[config.mk]
export PLATFORM = sky130hd
export DESIGN_NAME = adc_sample_packer
export DESIGN_NICKNAME = d
export VERILOG_FILES = /design/src/rtl/adc_sample_packer.sv
export SDC_FILE = /design/constraint.sdc
export NUM_CORES = 1
export LEC_CHECK = 0
export CORE_MARGIN = 5
export CORE_UTILIZATION = 53
export DETAILED_ROUTE_END_ITERATION = 8
export GPL_ROUTABILITY_DRIVEN = 0
export PLACE_DENSITY = 0.93
export SLEW_MARGIN = 5
export SYNTH_ARGS = -nofsm -noshare
export SYNTH_HDL_FRONTEND = slang
export SYNTH_SLANG_ARGS = --single-unit
[constraint.sdc]
create_clock -name clk -period 4.2 [get_ports clk]
set_input_delay 1.05 -clock clk [delete_from_list [all_inputs] [get_ports clk]]
set_output_delay 1.05 -clock clk [all_outputs]
set_load 0.01 [all_outputs]
[src/rtl/adc_sample_packer.sv]
`default_nettype none
// ============================================================================
// Module   : adc_sample_packer
// Purpose  : Packs a free-running stream of scaled ADC samples into
//            2*SAMPLE_WIDTH+1 bit words (two samples plus end-of-scan flag)
//            and pushes them into the downstream HK sample FIFO. The sample
//            stream cannot be back-pressured, so one finished word is held
//            across a FIFO stall; further completing samples are dropped and
//            counted (saturating) with a sticky overflow flag.
// Ports    : clk, rst (async, active-high)
//            pk_enable    - accept samples when high
//            pk_clear     - synchronous clear of all state and counters
//            sample_valid / sample_data / sample_last - incoming sample
//            fifo_full    - downstream FIFO full flag
//            fifo_push / fifo_data_in - push strobe and packed word to FIFO
//                           word layout: [top]=last, [2W-1:W]=second,
//                           [W-1:0]=first sample
//            drop_count   - dropped samples, saturating at all-ones
//            overflow     - sticky, set on first drop
// Revision : 1.0 - initial release
// ============================================================================
module adc_sample_packer #(
    parameter int                      SAMPLE_WIDTH = 16,
    parameter logic [SAMPLE_WIDTH-1:0] PAD_VALUE    = '0,
    parameter int                      CNT_WIDTH    = 16
) (
    input  logic                      clk,
    input  logic                      rst,
    input  logic                      pk_enable,
    input  logic                      pk_clear,
    input  logic                      sample_valid,
    input  logic [SAMPLE_WIDTH-1:0]   sample_data,
    input  logic                      sample_last,
    input  logic                      fifo_full,
    output logic                      fifo_push,
    output logic [2*SAMPLE_WIDTH:0]   fifo_data_in,
    output logic [CNT_WIDTH-1:0]      drop_count,
    output logic                      overflow
);

    localparam logic [CNT_WIDTH-1:0] c_CNT_MAX = '1;
    localparam logic [CNT_WIDTH-1:0] c_CNT_ONE = CNT_WIDTH'(1);

    logic                     r_half_full;
    logic [SAMPLE_WIDTH-1:0]  r_lo;
    logic                     r_out_valid;
    logic [2*SAMPLE_WIDTH:0]  r_out_word;
    logic [CNT_WIDTH-1:0]     r_drop_count;
    logic                     r_overflow;

    logic                     w_accept;
    logic                     w_push;
    logic                     w_complete;
    logic                     w_out_free;
    logic [2*SAMPLE_WIDTH:0]  w_word;

    assign w_accept   = sample_valid & pk_enable & ~pk_clear;
    // A clear cycle never pushes: the word it discards must not reach the FIFO.
    assign w_push     = r_out_valid & ~fifo_full & ~pk_clear;
    // A lone last sample closes its word early with the pad in the upper half.
    assign w_complete = w_accept & (r_half_full | sample_last);
    // The holding register can take a new word while its current one leaves.
    assign w_out_free = ~r_out_valid | w_push;
    assign w_word     = r_half_full ? {sample_last, sample_data, r_lo}
                                    : {1'b1, PAD_VALUE, sample_data};

    always_ff @(posedge clk or posedge rst) begin
        if (rst) begin
            r_half_full  <= 1'b0;
            r_lo         <= '0;
            r_out_valid  <= 1'b0;
            r_out_word   <= '0;
            r_drop_count <= '0;
            r_overflow   <= 1'b0;
        end else if (pk_clear) begin
            r_half_full  <= 1'b0;
            r_lo         <= '0;
            r_out_valid  <= 1'b0;
            r_out_word   <= '0;
            r_drop_count <= '0;
            r_overflow   <= 1'b0;
        end else begin
            if (w_push) begin
                r_out_valid <= 1'b0;
            end
            if (w_accept) begin
                if (!w_complete) begin
                    r_lo        <= sample_data;
                    r_half_full <= 1'b1;
                end else if (w_out_free) begin
                    r_out_word  <= w_word;
                    r_out_valid <= 1'b1;
                    r_half_full <= 1'b0;
                end else begin
                    // Dropped: lo_reg/half_full stay, so the held first
                    // sample pairs with the next accepted one.
                    r_overflow <= 1'b1;
                    if (r_drop_count != c_CNT_MAX) begin
                        r_drop_count <= r_drop_count + c_CNT_ONE;
                    end
                end
            end
        end
    end

    assign fifo_push    = w_push;
    assign fifo_data_in = r_out_word;
    assign drop_count   = r_drop_count;
    assign overflow     = r_overflow;

endmodule
`default_nettype wire
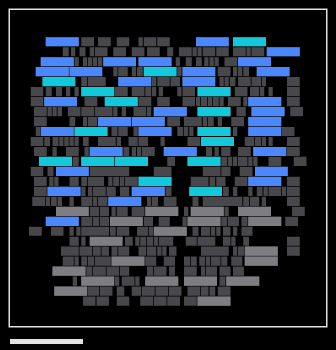
**Above:** sequential cells grouped by signal name.
The bar under the picture is 20 µm long. Other sequential cells in the stronger gray, the rest of the logic in the fainter gray.
- cyan: `r_lo` (flops 16)
- blue: `fifo_data_in` (flops 33)
- not colored: 19

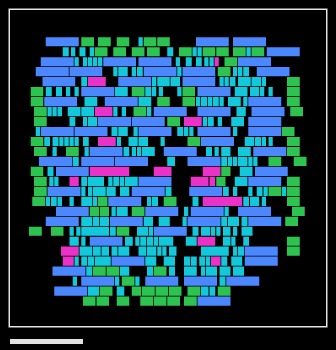
**Above:** placed cells, one color a class.
The bar under the picture is 20 µm long.
- cyan: combinational and other logic (cells 231; share of their area 32%)
- magenta: clock drivers and dummy loads (cells 16; share of their area 5.4%)
- blue: flops (cells 68; share of their area 43%)
- green: other buffers and delay cells (cells 79; share of their area 19%)

==> impl_metrics.toml <==
# synthesis and place-and-route metrics
[status]
status = "finished, final reports clean"

[die]
core_um2 = 5574
die_h_um = 86.19
die_area_um2 = 7429
initCoreUtil = 0.5520
io_pins = 74
chipWidth_um = 86.19
placement_rows = 27
tap_cells = 72

[synthesis]
yosysMostFrequentCell = "nand2_1"
ys_cells = 320
syn_inst = 320
synth_cell_types = 37
synth-main-ff-cell = "dfrtp_1"
ys_ff = 68
yosys_area_um2 = 3077
top_area_frac = 0.5531
syn_area_um2 = 3077
syn_avg_cell_area_um2 = 9.615
synth_top_cell_by_area = "dfrtp_1"
ys_seq_frac = 0.5531
topCellsByArea = "dfrtp_1, nand2_1, o21ai_0"
async_reset_ff_frac = 1.000
yosys_warnings = 0
enable_flop_cells = 0
fp_nets = 344
top_cells_by_count = "nand2_1, dfrtp_1, o21ai_0"

[final_layout]
comb_area_share = 0.3138
nClkBuffers = 10
layout-drive-gt1-share = 0.06853
final_common_cell = "nand2_1"
buffer_area_frac = 0.1902
clkCellAreaFrac = 0.05307
combGateArea_um2 = 1280
flops = 68
num-multi-input-gates = 227
fillers = 394
inverters = 4
areaGrowthSynthToFinish_pct = 32.57
n_all_buffers = 79
largest_class = "flip-flops and latches"
fin_nets = 413
sh_seq_area = 0.4172
flop_area_um2 = 1702
lay_top_cells = "nand2_1, clkdlybuf4s50_1, dfrtp_1"
diodes = 0

[critical_path]
critical_path_class = "in -> out"
crit_arrival_ns = 2.25
crit_fanout = 2
reg2reg_slack_ns = 1.98
rr_endpoint = "fifo_data_in[22]$_DFFE_PP0P_"
cp-start-kind = "input pin"
reg2reg_depth = 4
cp-end-kind = "primary output"
required_ns = 3.15
r2r-start = "r_half_full$_DFFE_PP0P_"

[hold_path]
hold_depth = 2
hold_path.class = "reg -> reg"
holdPathEnd = "fifo_data_in[3]$_DFFE_PP0P_"
min_from = "fifo_data_in[3]$_DFFE_PP0P_"

[placement]
dp_hpwl_um = 5039
port_buffers = 73

[pwr]
power.leakage_nw = 1.659
p_per_area_nw_per_um2 = 358.3
ir_drop_mv = 0.2713

[grt]
grt-ovfl-total = 0
grt_usage = 0.2077
grt_antenna_before_repair = 0
grt_pass1_wl_um = 12230
grt_max_degree = 65
grt_pass1_vias = 2617

[clocking]
htree_num_levels = 3
cts_max_path_buffers = 2
cts_tree = "built"
ctsHoldBuffers = 0
path_clk_slew_ns = 0.07
clkLatencyLatePin_ns = 0.34
cts.sinks = 68
post_cts_resized = 0
cts_setup_buffers = 0
cts-root-buf = "clkbuf_8"
numCtsBuffers = 9

[sta]
timing.fmax_mhz = 302.9
relSlewSlack = 0.1755
hold-worst-slack_ns = 0.4788
skew_ns = 0.007318
finalHoldViolations = 0
drv_slew = 0
period_needed_ns = 3.301
fin_crit_sh = 0.7861
worst_slew_pin_slew_ns = 1.234
rsz0062_at_grt = "false"
setup_violations = 0
finalSetupTns_ns = 0

[routing]
first_pass_iters = 4
drt-vias-per-instance = 5.614
drcViolationCount = 0
drtAntennaViolNets = 0
wl_per_cell_um = 16.03
drt_iter0_markers = 156
wl_um = 7471
vias = 2616

[flow_run]
cap_violations = 0
tool_warnings = 26
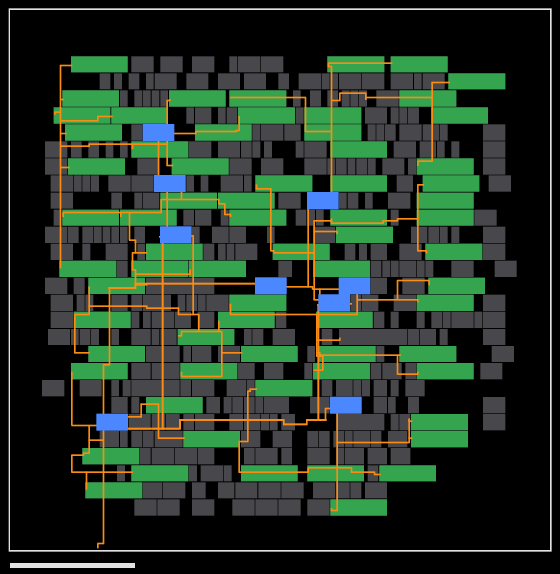
**Above:** clock network drawn from the DEF.
The bar under the picture is 20 µm long.
- blue: clock drivers (count 9)
- green: flip-flops (count 68)
- orange: clock wires (length 819 µm)
- flops lie: widely spread
- routed clock nets: 10

## logic make-up (layout without fill, tap and decap cells)
logic type	count (synthesis)	in the layout	share of synthesized area
AND-OR/OR-AND	72	72	0.1432
XOR/XNOR	11	11	0.03131
adder cells (fa/ha/maj)	1	1	0.004066
buffers and inverters	25	99	0.03334
flip-flops	68	68	0.5531
multiplexers	16	16	0.05205
AND/OR/NAND/NOR	127	127	0.1830
## state kept, by name (all words and copies together), names as in the netlist
register      count
r_half_full       1
fifo_data_in     33
r_lo             16
overflow          1
r_out_valid       1
drop_count       16
## worst max-delay path, stage by stage
cell and delay, ns:
clkdlybuf4s50_1 0.43, nor3b_1 0.20, clkdlybuf4s50_1 0.57
## how the worst max path moves through the flow
stage / startpoint / end / slack [ns]
floorplan: pk_clear / fifo_push / 1.38
global placement: fifo_full / fifo_push / 0.91
detailed placement: pk_clear / fifo_push / 0.88
CTS: pk_clear / fifo_push / 0.89
global route: fifo_full / fifo_push / 0.85
finish: pk_clear / fifo_push / 0.90
## per-layer routing
metal | wire length, µm | vias up | track usage
met1 | 3170 | 1268 | 0.2657
met4 | 127 | 0 | 0.1105
met2 | 3778 | 89 | 0.3399
met3 | 394 | 12 | 0.03327
met5 | 0 | - | 0
li1 | - | 1247 | -
## stage by stage
stage                     cell area [µm²]  setup slack, ns  power [W]  utilization  std cells
final                                4079           0.8986   0.001461       0.7318        466
after detailed placement             3862           0.8841  0.0008870       0.6929        450
after global routing                 4079           0.8547   0.001520       0.7318        466
after global placement               3862           0.9128  0.0008785       0.6929        450
after floorplan                      3077            1.381  0.0007962            -        320
after CTS                            4079           0.8914   0.001469       0.7318        466
## power by group
group	switching (W)	internal [W]
Combinational	0.0000932	0.0000769
Sequential	0.0000184	0.000686
Clock	0.000252	0.000334
Power and IR drop assume default switching activity.
